**src/rtl/ksa_nibble_serial_adder_if.sv**
```systemverilog
// ksa_nibble_serial_adder_if
//
// Bundles the operand-side and result-side handshakes of the nibble-serial
// adder so that the driver and the adder connect through one port.
//
// Handshake semantics (both channels):
//   A transfer happens on a rising clock edge where valid and ready are both
//   high. The producer holds its payload stable while valid is high and ready
//   is low. On the operand channel the producer may drop valid without a
//   transfer, and the adder samples a/b/cin only on the transfer edge.
//
// Signals:
//   in_valid / in_ready   operand channel handshake (driver -> adder)
//   a, b, cin             operand pair and carry into bit 0
//   out_valid / out_ready result channel handshake (adder -> consumer)
//   sum, cout, ovf        result: a+b+cin mod 2^WIDTH, carry out, signed ovf
//   state_dbg             current sequencer state (IDLE=0, RUN=1, DONE=2)
//
// Modports:
//   master  drives operands and out_ready, observes everything else
//   slave   the adder side
interface ksa_nibble_serial_adder_if #(
  parameter int WIDTH = 16
);
  logic             in_valid;
  logic             in_ready;
  logic [WIDTH-1:0] a;
  logic [WIDTH-1:0] b;
  logic             cin;
  logic             out_valid;
  logic             out_ready;
  logic [WIDTH-1:0] sum;
  logic             cout;
  logic             ovf;
  logic [1:0]       state_dbg;

  modport master (
    output in_valid, a, b, cin, out_ready,
    input  in_ready, out_valid, sum, cout, ovf, state_dbg
  );

  modport slave (
    input  in_valid, a, b, cin, out_ready,
    output in_ready, out_valid, sum, cout, ovf, state_dbg
  );
endinterface

```
**src/rtl/ksa_nibble_serial_adder.sv**
```systemverilog
// ksa_nibble_serial_adder
//
// Wide adder that processes one 4-bit nibble per clock, LSB first, through a
// combinational 4-bit Kogge-Stone prefix slice. The inter-nibble carry lives
// in a register, so a WIDTH-bit add costs WIDTH/4 cycles but only one 4-bit
// slice of carry logic.
//
// Ports:
//   clk    rising-edge clock
//   rst_n  asynchronous active-low reset
//   bus    ksa_nibble_serial_adder_if.slave (operand and result handshakes,
//          plus state_dbg exposing the sequencer state)
//
// Sequencing:
//   IDLE  in_ready=1; an accepted pair loads the operand shift registers and
//         seeds the carry register with cin.
//   RUN   NIBBLES cycles, one slice add per cycle; the final cycle also
//         latches cout and ovf.
//   DONE  out_valid=1 with sum/cout/ovf held until out_ready.
//
// WIDTH must be a multiple of 4 and at least 8.
module ksa_nibble_serial_adder #(
  parameter int WIDTH = 16
) (
  input  logic clk,
  input  logic rst_n,
  ksa_nibble_serial_adder_if.slave bus
);

  localparam int NIBBLES = WIDTH / 4;
  localparam int CNT_W   = (NIBBLES > 1) ? $clog2(NIBBLES) : 1;
  localparam logic [CNT_W-1:0] LAST_CNT = CNT_W'(NIBBLES - 1);

  typedef enum logic [1:0] {
    IDLE = 2'd0,
    RUN  = 2'd1,
    DONE = 2'd2
  } state_t;

  state_t           state_q;
  state_t           state_d;
  logic [CNT_W-1:0] cnt_q;
  logic             carry_q;
  logic [WIDTH-1:0] a_sh_q;
  logic [WIDTH-1:0] b_sh_q;
  logic [WIDTH-1:0] sum_q;
  logic             cout_q;
  logic             ovf_q;

  logic accept;
  logic last_nibble;

  // ---------------------------------------------------------------------
  // 4-bit Kogge-Stone slice with carry-in
  // ---------------------------------------------------------------------
  logic [3:0] p;
  logic [3:0] g;
  logic [3:0] g1;
  logic [3:0] p1;
  logic [3:0] g2;
  logic [3:0] p2;
  logic [3:0] c;
  logic [3:0] s;

  always_comb begin
    p  = a_sh_q[3:0] ^ b_sh_q[3:0];
    g  = a_sh_q[3:0] & b_sh_q[3:0];

    // Prefix level 1, distance 1.
    g1 = g;
    p1 = p;
    for (int i = 1; i < 4; i++) begin
      g1[i] = g[i] | (p[i] & g[i-1]);
      p1[i] = p[i] & p[i-1];
    end

    // Prefix level 2, distance 2. After this G2[i]/P2[i] span bits [i:0].
    g2 = g1;
    p2 = p1;
    for (int i = 2; i < 4; i++) begin
      g2[i] = g1[i] | (p1[i] & g1[i-2]);
      p2[i] = p1[i] & p1[i-2];
    end

    // Fold in the carry register as the prefix's bit -1 generate.
    c = g2 | (p2 & {4{carry_q}});
    s = p ^ {c[2:0], carry_q};
  end

  // ---------------------------------------------------------------------
  // Sequencer
  // ---------------------------------------------------------------------
  assign accept      = (state_q == IDLE) && bus.in_valid;
  assign last_nibble = (state_q == RUN) && (cnt_q == LAST_CNT);

  always_ff @(posedge clk or negedge rst_n) begin
    if (!rst_n) begin
      state_q <= IDLE;
    end else begin
      state_q <= state_d;
    end
  end

  always_comb begin
    state_d = state_q;
    case (state_q)
      IDLE: if (bus.in_valid)  state_d = RUN;
      RUN:  if (last_nibble)   state_d = DONE;
      DONE: if (bus.out_ready) state_d = IDLE;
      default:                 state_d = IDLE;
    endcase
  end

  // ---------------------------------------------------------------------
  // Datapath
  // ---------------------------------------------------------------------
  always_ff @(posedge clk or negedge rst_n) begin
    if (!rst_n) begin
      cnt_q   <= '0;
      carry_q <= 1'b0;
      a_sh_q  <= '0;
      b_sh_q  <= '0;
      sum_q   <= '0;
      cout_q  <= 1'b0;
      ovf_q   <= 1'b0;
    end else if (accept) begin
      a_sh_q  <= bus.a;
      b_sh_q  <= bus.b;
      // Seeding from cin here is what keeps a carry from an aborted
      // operation out of the next one.
      carry_q <= bus.cin;
      cnt_q   <= '0;
    end else if (state_q == RUN) begin
      a_sh_q  <= a_sh_q >> 4;
      b_sh_q  <= b_sh_q >> 4;
      carry_q <= c[3];
      cnt_q   <= cnt_q + CNT_W'(1);
      // Nibbles enter at the top so that after NIBBLES shifts the first
      // (least significant) nibble has reached bits [3:0].
      sum_q   <= {s, sum_q[WIDTH-1:4]};
      if (last_nibble) begin
        cout_q <= c[3];
        // Carry into the MSB XOR carry out of it.
        ovf_q  <= c[2] ^ c[3];
      end
    end
  end

  assign bus.in_ready  = (state_q == IDLE);
  assign bus.out_valid = (state_q == DONE);
  assign bus.sum       = sum_q;
  assign bus.cout      = cout_q;
  assign bus.ovf       = ovf_q;
  assign bus.state_dbg = state_q;

endmodule

```
**src/flat_wrapper.sv**
```systemverilog
// flat-port wrapper written by rule: the top's interface ports become plain ports
module ksa_nibble_serial_adder_flat 
#(
  parameter int WIDTH = 16
)
  (clk, rst_n, bus_in_valid, bus_a, bus_b, bus_cin, bus_out_ready, bus_in_ready, bus_out_valid, bus_sum, bus_cout, bus_ovf, bus_state_dbg);
  ksa_nibble_serial_adder_if #(.WIDTH(WIDTH)) bus_i ();
  input  logic clk;
  input  logic rst_n;
  input wire logic [$bits(bus_i.in_valid)-1:0] bus_in_valid;
  input wire logic [$bits(bus_i.a)-1:0] bus_a;
  input wire logic [$bits(bus_i.b)-1:0] bus_b;
  input wire logic [$bits(bus_i.cin)-1:0] bus_cin;
  input wire logic [$bits(bus_i.out_ready)-1:0] bus_out_ready;
  output wire logic [$bits(bus_i.in_ready)-1:0] bus_in_ready;
  output wire logic [$bits(bus_i.out_valid)-1:0] bus_out_valid;
  output wire logic [$bits(bus_i.sum)-1:0] bus_sum;
  output wire logic [$bits(bus_i.cout)-1:0] bus_cout;
  output wire logic [$bits(bus_i.ovf)-1:0] bus_ovf;
  output wire logic [$bits(bus_i.state_dbg)-1:0] bus_state_dbg;
  assign bus_i.in_valid = bus_in_valid;
  assign bus_i.a = bus_a;
  assign bus_i.b = bus_b;
  assign bus_i.cin = bus_cin;
  assign bus_i.out_ready = bus_out_ready;
  assign bus_in_ready = bus_i.in_ready;
  assign bus_out_valid = bus_i.out_valid;
  assign bus_sum = bus_i.sum;
  assign bus_cout = bus_i.cout;
  assign bus_ovf = bus_i.ovf;
  assign bus_state_dbg = bus_i.state_dbg;
  ksa_nibble_serial_adder #(.WIDTH(WIDTH)) u_core (.clk(clk), .rst_n(rst_n), .bus(bus_i));
endmodule
```
**config.mk**
```make
export PLATFORM = sky130hd
export DESIGN_NAME = ksa_nibble_serial_adder_flat
export DESIGN_NICKNAME = d
export VERILOG_FILES = /design/src/rtl/ksa_nibble_serial_adder_if.sv /design/src/rtl/ksa_nibble_serial_adder.sv /design/src/flat_wrapper.sv
export SDC_FILE = /design/constraint.sdc
export NUM_CORES = 1
export LEC_CHECK = 0
export CAP_MARGIN = 40
export CORE_UTILIZATION = 51
export CTS_CLUSTER_DIAMETER = 40
export DETAILED_ROUTE_END_ITERATION = 6
export GPL_ROUTABILITY_DRIVEN = 0
export GPL_TIMING_DRIVEN = 0
export PLACE_DENSITY = 0.93
export SKIP_LAST_GASP = 1
export SLEW_MARGIN = 20
export SYNTH_ARGS = -nofsm -noshare
export SYNTH_HDL_FRONTEND = slang
export SYNTH_SLANG_ARGS = --single-unit
```
**constraint.sdc**
```tcl
create_clock -name clk -period 3.59 [get_ports clk]
set_input_delay 0.359 -clock clk [delete_from_list [all_inputs] [get_ports clk]]
set_output_delay 0.359 -clock clk [all_outputs]
set_load 0.02 [all_outputs]
```
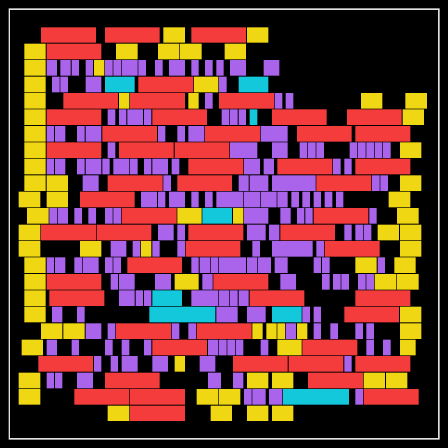
*Placement by cell class, run 1*
Red stands for registers, cells 55, share of their area 44%. Cyan stands for clock drivers and dummy loads, cells 8, share of their area 4.2%. Purple stands for remaining logic cells, cells 183, share of their area 30%. Yellow stands for remaining buffers and delay cells, cells 72, share of their area 22%.

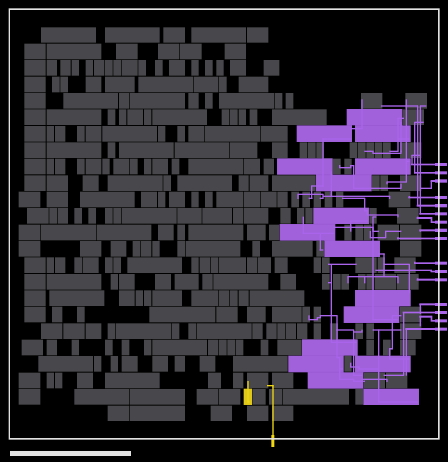
*Wires at chosen ports, followed through buffers, run 1*
Bar = 20 µm.
Yellow stands for `bus_out_valid`, direction output, edge bottom, end cells 1, buffers 1, wire 12.9 µm. Purple stands for `bus_sum`, direction output, edge right, end cells 16, buffers 16, wire 436 µm.

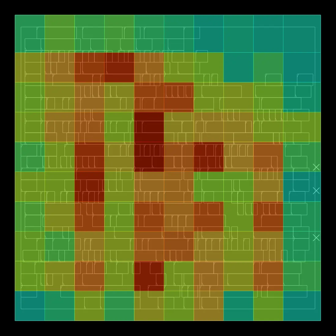
*Routing congestion map, run 1*
utilization after layout: 0.717
met1 usage: 0.309
global routing met3 resource utilization: 0.0456

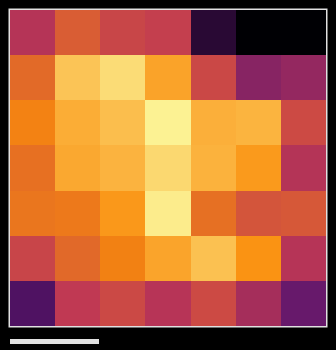
*Cell area per tile, run 1*
Bar = 20 µm. 7 x 7 tiles, from black (low) to pale yellow (high), 0 to 100% covered.
The mean over all tiles is 62%. The densest ninth of the die: centre. 37% of the tiles are over 75% full. 4.1% of the tiles are nearly empty. The fullest tile reaches 97%. The emptiest ninth of the die: upper right.

==> git commit body, run 1 <==
Store results of the implementation flow

* Number of sinks driven by the clock tree: 55
- Library cell used as clock root buffer: sky130_fd_sc_hd__clkbuf_8
* Post-CTS setup repair buffer count: 0
- Detailed router's first-iteration violation count: 163
- Proportion of synthesized chip area in sequential cells: 0.571
- Amount of wire on met3 after detailed routing: 223 µm
- The design draws 3.06 mW.
- Power Combinational: 1.48 mW
- Placement Cell Area: 0.00306 mm²
* Worst setup slack after placement: 1.71 ns
* Leakage power summed over all cells: 1.53 nW
- After the flow finishes, the layout carries non-filler instances totaling 370.
- Die Width: 70.8 µm
- Outcome: finished, violations left
* Violated checks: DRC
- On the critical path the largest part of the delay comes from buffers and inverters.
- Nets still carrying antenna violations after routing amount to 0.
- Number of nets at floorplan: 295
- Internal Dissipation: 1.83 mW
- The stage logs contain a warning count of 26.
- Slew of the pin with the lowest slew margin: 0.674 ns
- MUX area fraction: 0.00415
* Net load switching power: 1.23 mW
- Comb gate area: 938 µm²
* Clock tree from TritonCTS: built
- Register share of total power: 0.361
- Antenna fix cells: 0
- For this run, the post-layout net count is 360.
- Biggest cell delay along the critical path: 0.59 ns
* Post-detailed-route via-to-cell ratio: 5.48
- Wire length on met1: 2.31 mm
- Setup repair after global routing left no endpoint under its margin.
* Area of all placed cells without fillers: 0.00319 mm²
- Before antenna repair, the detailed router went through 6 iterations.
- Worst R2R Path Depth: 5
- On the critical path, the stage with the largest delay is an instance of sky130_fd_sc_hd__clkdlybuf4s50_1.
- The last timing report of the flow puts the setup violation total at 0.
- Cell taking the most area after synthesis: sky130_fd_sc_hd__dfrtp_1
* Number of ports placed on the die boundary: 59
* Critical Path, Cell by Cell: nand2b_1 -> inv_1 -> clkdlybuf4s50_1
* Simple Share, Synth: 0.203
* Number of buffers inserted during clock tree synthesis: 5
- Syn Area/Cell: 9.57 µm²
- Clock power share: 0.154
* Signed area change from the synthesized netlist to the final layout: 32.2%
* Path category of the worst min-delay check: input port to asynchronous set/reset pin
- The cell-mix breakdown from Yosys lists the compound-gate area share as 0.140.
- Worst r2r dst: u_core.bus.ovf$_DFFE_PN0P_
- Among the non-sequential cells, simple AND/OR/NAND/NOR gates take the most area.
- Filler Cells Inserted: 330
- STA classifies the critical path endpoint as an output pin.
- After detailed routing, the total wire length is 5.23 mm.
- After synthesis the netlist holds a flip-flop and latch count of 55.
* Metal2 WL: 2.63 mm
- M2 GR Usage: 0.400
- The critical path starts at u_core.bus.state_dbg[0]$_DFFE_PN0P_.
- The critical path maximum fanout is 7.
- Number of gates given a new drive strength after cts: 0
* FP Util: 0.543
- For the final database, setup skew stands at 0.00536 ns.
- The cell count after synthesis came out at 252.
- Pins over their slew limit in the final report were tallied at 0.
* Max rail drop VDD: 0.000405 V
- Floorplan Core Area: 0.00444 mm²
- Largest net degree at the start of global routing: 56
* Share of the synthesized netlist area taken by xor and xnor gates: 0.00726
- The post-synth count of flops with an enable pin is 0.
- Main area contributors: sky130_fd_sc_hd__dfrtp_1 (57%), sky130_fd_sc_hd__nand2_1 (17%), sky130_fd_sc_hd__a22oi_1 (7.5%), sky130_fd_sc_hd__ha_1 (2.6%), sky130_fd_sc_hd__o21ai_0 (2.5%)
- Logic pwr share: 0.484
* Detailed placer's ending HPWL: 3.80 mm
* Worst-skew pair later-pin latency: 0.31 ns
- Per the synth stats, the flop cell with the highest instance count is sky130_fd_sc_hd__dfrtp_1.
- Together, buffers and inverters on the worst path number 2.
- In this build the clock could be raised as far as 505 MHz.
- Warning count from the yosys run: 0
- Clock-pin slew reported for the worst setup and hold paths after clock tree synthesis: 0.09 ns
- STA puts the critical path data arrival time at 1.62 ns.
- Largest power group: combinational logic
* Power density normalized to cell area: 959 mW/mm²
- Area share of the largest cell type after synthesis: 0.571
- Number of antenna violations at the first check in global routing: 0
* Sequential-cell power consumption: 1.10 mW
- Stages on the worst setup path: 3
- Netlist area before placement: 0.00241 mm²
- Rel. slew slack: 0.551
- The switching portion of total power comes to 0.401.
* Buffers from clock root to sink, at most: 2
- Remaining global-route overflow: 0
* Wire length of the first global-routing pass: 9.22 mm
- Yosys reports a chip area of 0.00241 mm².
- After synthesis, the design contains 252 cells according to Yosys.
- The routed layout reports a DRC error count of 6.
* Final routed wire length divided by cell count: 14.1 µm
* CP endpoint: bus_out_valid
* Tcrit/Tclk final: 0.552
* List of most frequent post-synthesis cells: sky130_fd_sc_hd__nand2_1 (111), sky130_fd_sc_hd__dfrtp_1 (55), sky130_fd_sc_hd__a22oi_1 (24), sky130_fd_sc_hd__o21ai_0 (12), sky130_fd_sc_hd__buf_2 (9)
* Chip footprint: 0.00501 mm²
* Hold Slack: 0.0937 ns
* Number of hold buffers added after cts: 0
* Most frequent cells in the layout: sky130_fd_sc_hd__nand2_1 (111), sky130_fd_sc_hd__clkdlybuf4s50_1 (57), sky130_fd_sc_hd__dfrtp_1 (55)
- Power of the clock network: 472 µW
- The final hold violation count recorded for this run is 0.
[run 1: flip-flops by register name, indices dropped and copies added, names as in the netlist]
name / count
u_core.a_sh_q: 16
u_core.b_sh_q: 16
u_core.bus.cout: 1
u_core.bus.ovf: 1
u_core.bus.state_dbg: 2
u_core.bus.sum: 16
u_core.carry_q: 1
u_core.cnt_q: 2
[run 1: area by class of cell]
type / count / share of cell area
tap: 52 / 0.0204
clock inverter: 2 / 0.0188
buffer: 14 / 0.0294
clock buffer: 6 / 0.0228
timing repair buffer: 58 / 0.181
sequential: 55 / 0.432
inverter: 1 / 0.00118
multi-input combinational: 182 / 0.294
### Supply network, run 1

Bar = 20 µm. Pins as bars on the die edge.
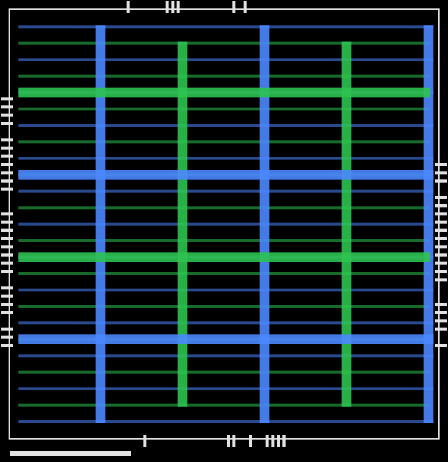

==> run 2, diff against run 1 <==
CORE_UTILIZATION = 49   (was 51)
PLACE_DENSITY = 0.9   (was 0.93)
clock period = 1.9 ns   (was 3.59 ns; I/O delays follow)
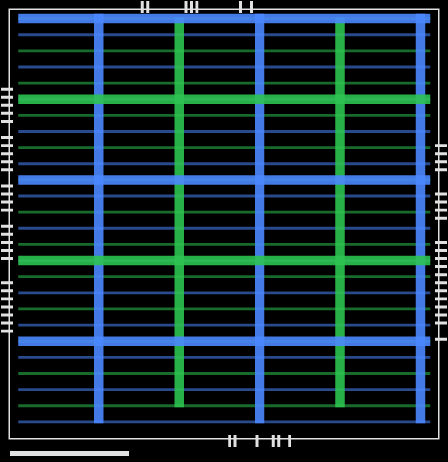
*Supply network, run 2*
Bar = 20 µm. Pins as bars on the die edge.
Green stands for VDD. Blue stands for VSS.
26 met1 rails follow the rows. 59 signal pins sit on the boundary. The core has 25 rows. 5 straps on met4. 5 straps on met5.

==> run 2 against run 1 <==
The flow now finishes without violations. Via count fell by 0.64%. Power is 80% higher. Synthesized cell count unchanged. Core utilization decreased by 4.7 points. Design area is 0.71% lower. Non-clock buffer count up 1. Sequential share of layout area rose by 0.31 points. Final cell count increased by 4.3%. Global-route usage down 0.93 points. Clock-buffer cell count grew 1. Largest power group unchanged. Highest routed layer unchanged.
==> git commit body, run 2 <==
Store results of the implementation flow

- Fraction of final layout cells sized beyond drive strength 1: 0.0690
- The final timing report lists a hold violation count of 0.
- 59 I/O pins were placed.
- The biggest slice of the area belongs to registers.
* Total iterations of the first detailed-routing run: 4
* Non-clock inverter count: 1
- The power report lists cell-internal power as 3.20 mW.
- # clk buffers: 7
- For the worst flop-to-flop path, the logic depth is 5.
* Power density normalized to cell area: 1740 mW/mm²
* Die Width: 72.2 µm
* Outcome: complete, no violations
- According to the floorplan report, the total die area is 0.00521 mm².
* Plain + repair buffers: 73
- Per the timing report, the biggest fanout along the worst path comes to 7.
- The post-CTS hold buffer count recorded in the log is 1.
- 0 antenna diodes ended up in the layout.
- The flow reports power dissipated in combinational cells as 2.80 mW.
- The cell sitting at the root of the clock tree is a sky130_fd_sc_hd__clkbuf_8.
- Before CTS, the worst setup slack after placement is 0.202 ns.
- Setup slack of the worst register-to-register path: 0.14 ns
- Sequential-cell power consumption: 2.09 mW
- After synthesis, the mean cell area works out to 9.57 µm².
* Net total in the final layout: 361
- The routed layout reports a DRC error count of 0.
- DR vias: 2,016
* Number of buffers inserted during clock tree synthesis: 5
* Max rail drop VDD: 0.000798 V
- Crit path max-delay family: buffers and inverters
- F_max: 549 MHz
- Per the layout area report, the combinational fraction of cell area is 0.296.
- TritonCTS built the clock tree.
- CP endpoint: bus_out_valid
* Remaining global-route overflow: 0
* Netlist area before placement: 0.00241 mm²
- Yosys printed 0 warnings.
- Clock-cell share of area: 0.0257
* Final routed wire length divided by cell count: 13.6 µm
- Counting the fill cells in the layout gives 374.
- Number of antenna violations at the first check in global routing: 0
- OpenROAD warnings: 26
* Path category of the worst min-delay check: input port to flop
- Per STA, the startpoint of the critical path is u_core.bus.state_dbg[0]$_DFFE_PN0P_.
* Total power consumption of the routed design: 5.51 mW
- Slew of the pin with the lowest slew margin: 0.676 ns
- Clock power share: 0.113
- The synthesis run shows the most used standard cells to be sky130_fd_sc_hd__nand2_1 (111), sky130_fd_sc_hd__dfrtp_1 (55), sky130_fd_sc_hd__a22oi_1 (24), sky130_fd_sc_hd__o21ai_0 (12), sky130_fd_sc_hd__buf_2 (9).
- Leaving out filler cells and counting taps, the final layout contains 386.
- As reported, the later end of the worst-skew pair has a clock insertion delay of 0.31 ns.
* Critical Path, Cell by Cell: nand2b_1 -> inv_1 -> clkdlybuf4s50_1
* Register share of total power: 0.379
- For this run, combinational gates with multiple inputs come to 182.
- The most used flip-flop cell after synthesis is sky130_fd_sc_hd__dfrtp_1.
* Utilization after layout: 0.670
* Tcrit/Tclk final: 0.959
* Detailed placer's ending HPWL: 3.71 mm
* Most frequent cells in the layout: sky130_fd_sc_hd__nand2_1 (111), sky130_fd_sc_hd__clkdlybuf4s50_1 (57), sky130_fd_sc_hd__dfrtp_1 (55)
- The floorplan report lists the tap cell count as 67.
* Post-detailed-route via-to-cell ratio: 5.22
* Number of enable flip-flop cells: 0
* Count of pins over their slew limit: 0
- Buffers and inverters on the worst path: 2
- Share of final layout cell area taken by non-clock buffers: 0.215
* Number of gates given a new drive strength after cts: 0
* Largest net degree at the start of global routing: 56
- Die outline height: 72.2 µm
* Flip-flop and latch share of the layout cell area: 0.435
* Comb gate area: 938 µm²
* Biggest cell delay along the critical path: 0.59 ns
- Number of flip-flops and latches: 55
- Nets still carrying antenna violations after routing amount to 0.
- Buffers added to address setup during post-CTS repair amount to 0.
* Cell taking the most area after synthesis: sky130_fd_sc_hd__dfrtp_1
* Buffers from clock root to sink, at most: 2
- Summed standard-cell area reported by yosys: 0.00241 mm²
- Critical path arrival: 1.63 ns
- In the synthesized netlist, the number of instances is 252.
* Area of all placed cells without fillers: 0.00317 mm²
- Stages on the worst setup path: 3
- Share of total power consumed by net switching: 0.419
* Worst r2r dst: u_core.bus.ovf$_DFFE_PN0P_
* Leakage power summed over all cells: 1.51 nW
- Largest power group: combinational logic
- Counting every net in the synthesized netlist gives 295.
- Hold is met by 0.406 ns.
- Final routed wirelength across all metal layers: 5.26 mm
- The post-synth register bit count is 55.
* Logic pwr share: 0.508
- Port buffering added 58 buffers.
* Placement Cell Area: 0.00307 mm²
- Vias in the first global route: 1,887
- Number of failing setup endpoints in the final timing report: 0
- Wire length of the first global-routing pass: 8.97 mm
* Power of the clock network: 622 µW
- The net switching power in the latest report is 2.31 mW.
- Detailed router's first-iteration violation count: 119
- Cell with the largest stage delay on the worst path: sky130_fd_sc_hd__clkdlybuf4s50_1
* CP endpoint kind: output pin
- Rel. slew slack: 0.550
- RSZ-0062 raised after global routing: no
- The area fraction of the largest cell type after synthesis is 0.571.
* Number of sinks driven by the clock tree: 55
* Main area contributors: sky130_fd_sc_hd__dfrtp_1 (57%), sky130_fd_sc_hd__nand2_1 (17%), sky130_fd_sc_hd__a22oi_1 (7.5%), sky130_fd_sc_hd__ha_1 (2.6%), sky130_fd_sc_hd__o21ai_0 (2.5%)
* Final Skew: 0.00879 ns
- Floorplan Core Area: 0.00472 mm²
* Clock-pin slew reported for the worst setup and hold paths after clock tree synthesis: 0.10 ns
* Required time of the critical path: 1.71 ns
==> run 2: routing by layer <==
| layer | wire length, µm | share of wire | vias up | global-route usage |
|---|---|---|---|---|
| li1 | - | - | 971 | - |
| met1 | 2270 | 0.43 | 968 | 0.295 |
| met2 | 2590 | 0.49 | 67 | 0.376 |
| met3 | 275 | 0.052 | 10 | 0.0556 |
| met4 | 114 | 0.022 | 0 | 0.0675 |
| met5 | 0 | 0 | - | 0 |
==> run 2: logic make-up (layout without fill, tap and decap cells) <==
kind of cell,count (synthesis),after routing,share of synthesized area
xor gates and xnor gates,2,2,0.00726
adders and majority gates,6,6,0.0342
buffers and inverters,15,82,0.0405
muxes,1,1,0.00415
DFF,55,55,0.571
AOI/OAI and AO/OA,52,52,0.140
and+or+nand+nor,121,121,0.203
Power and IR drop assume default switching activity.
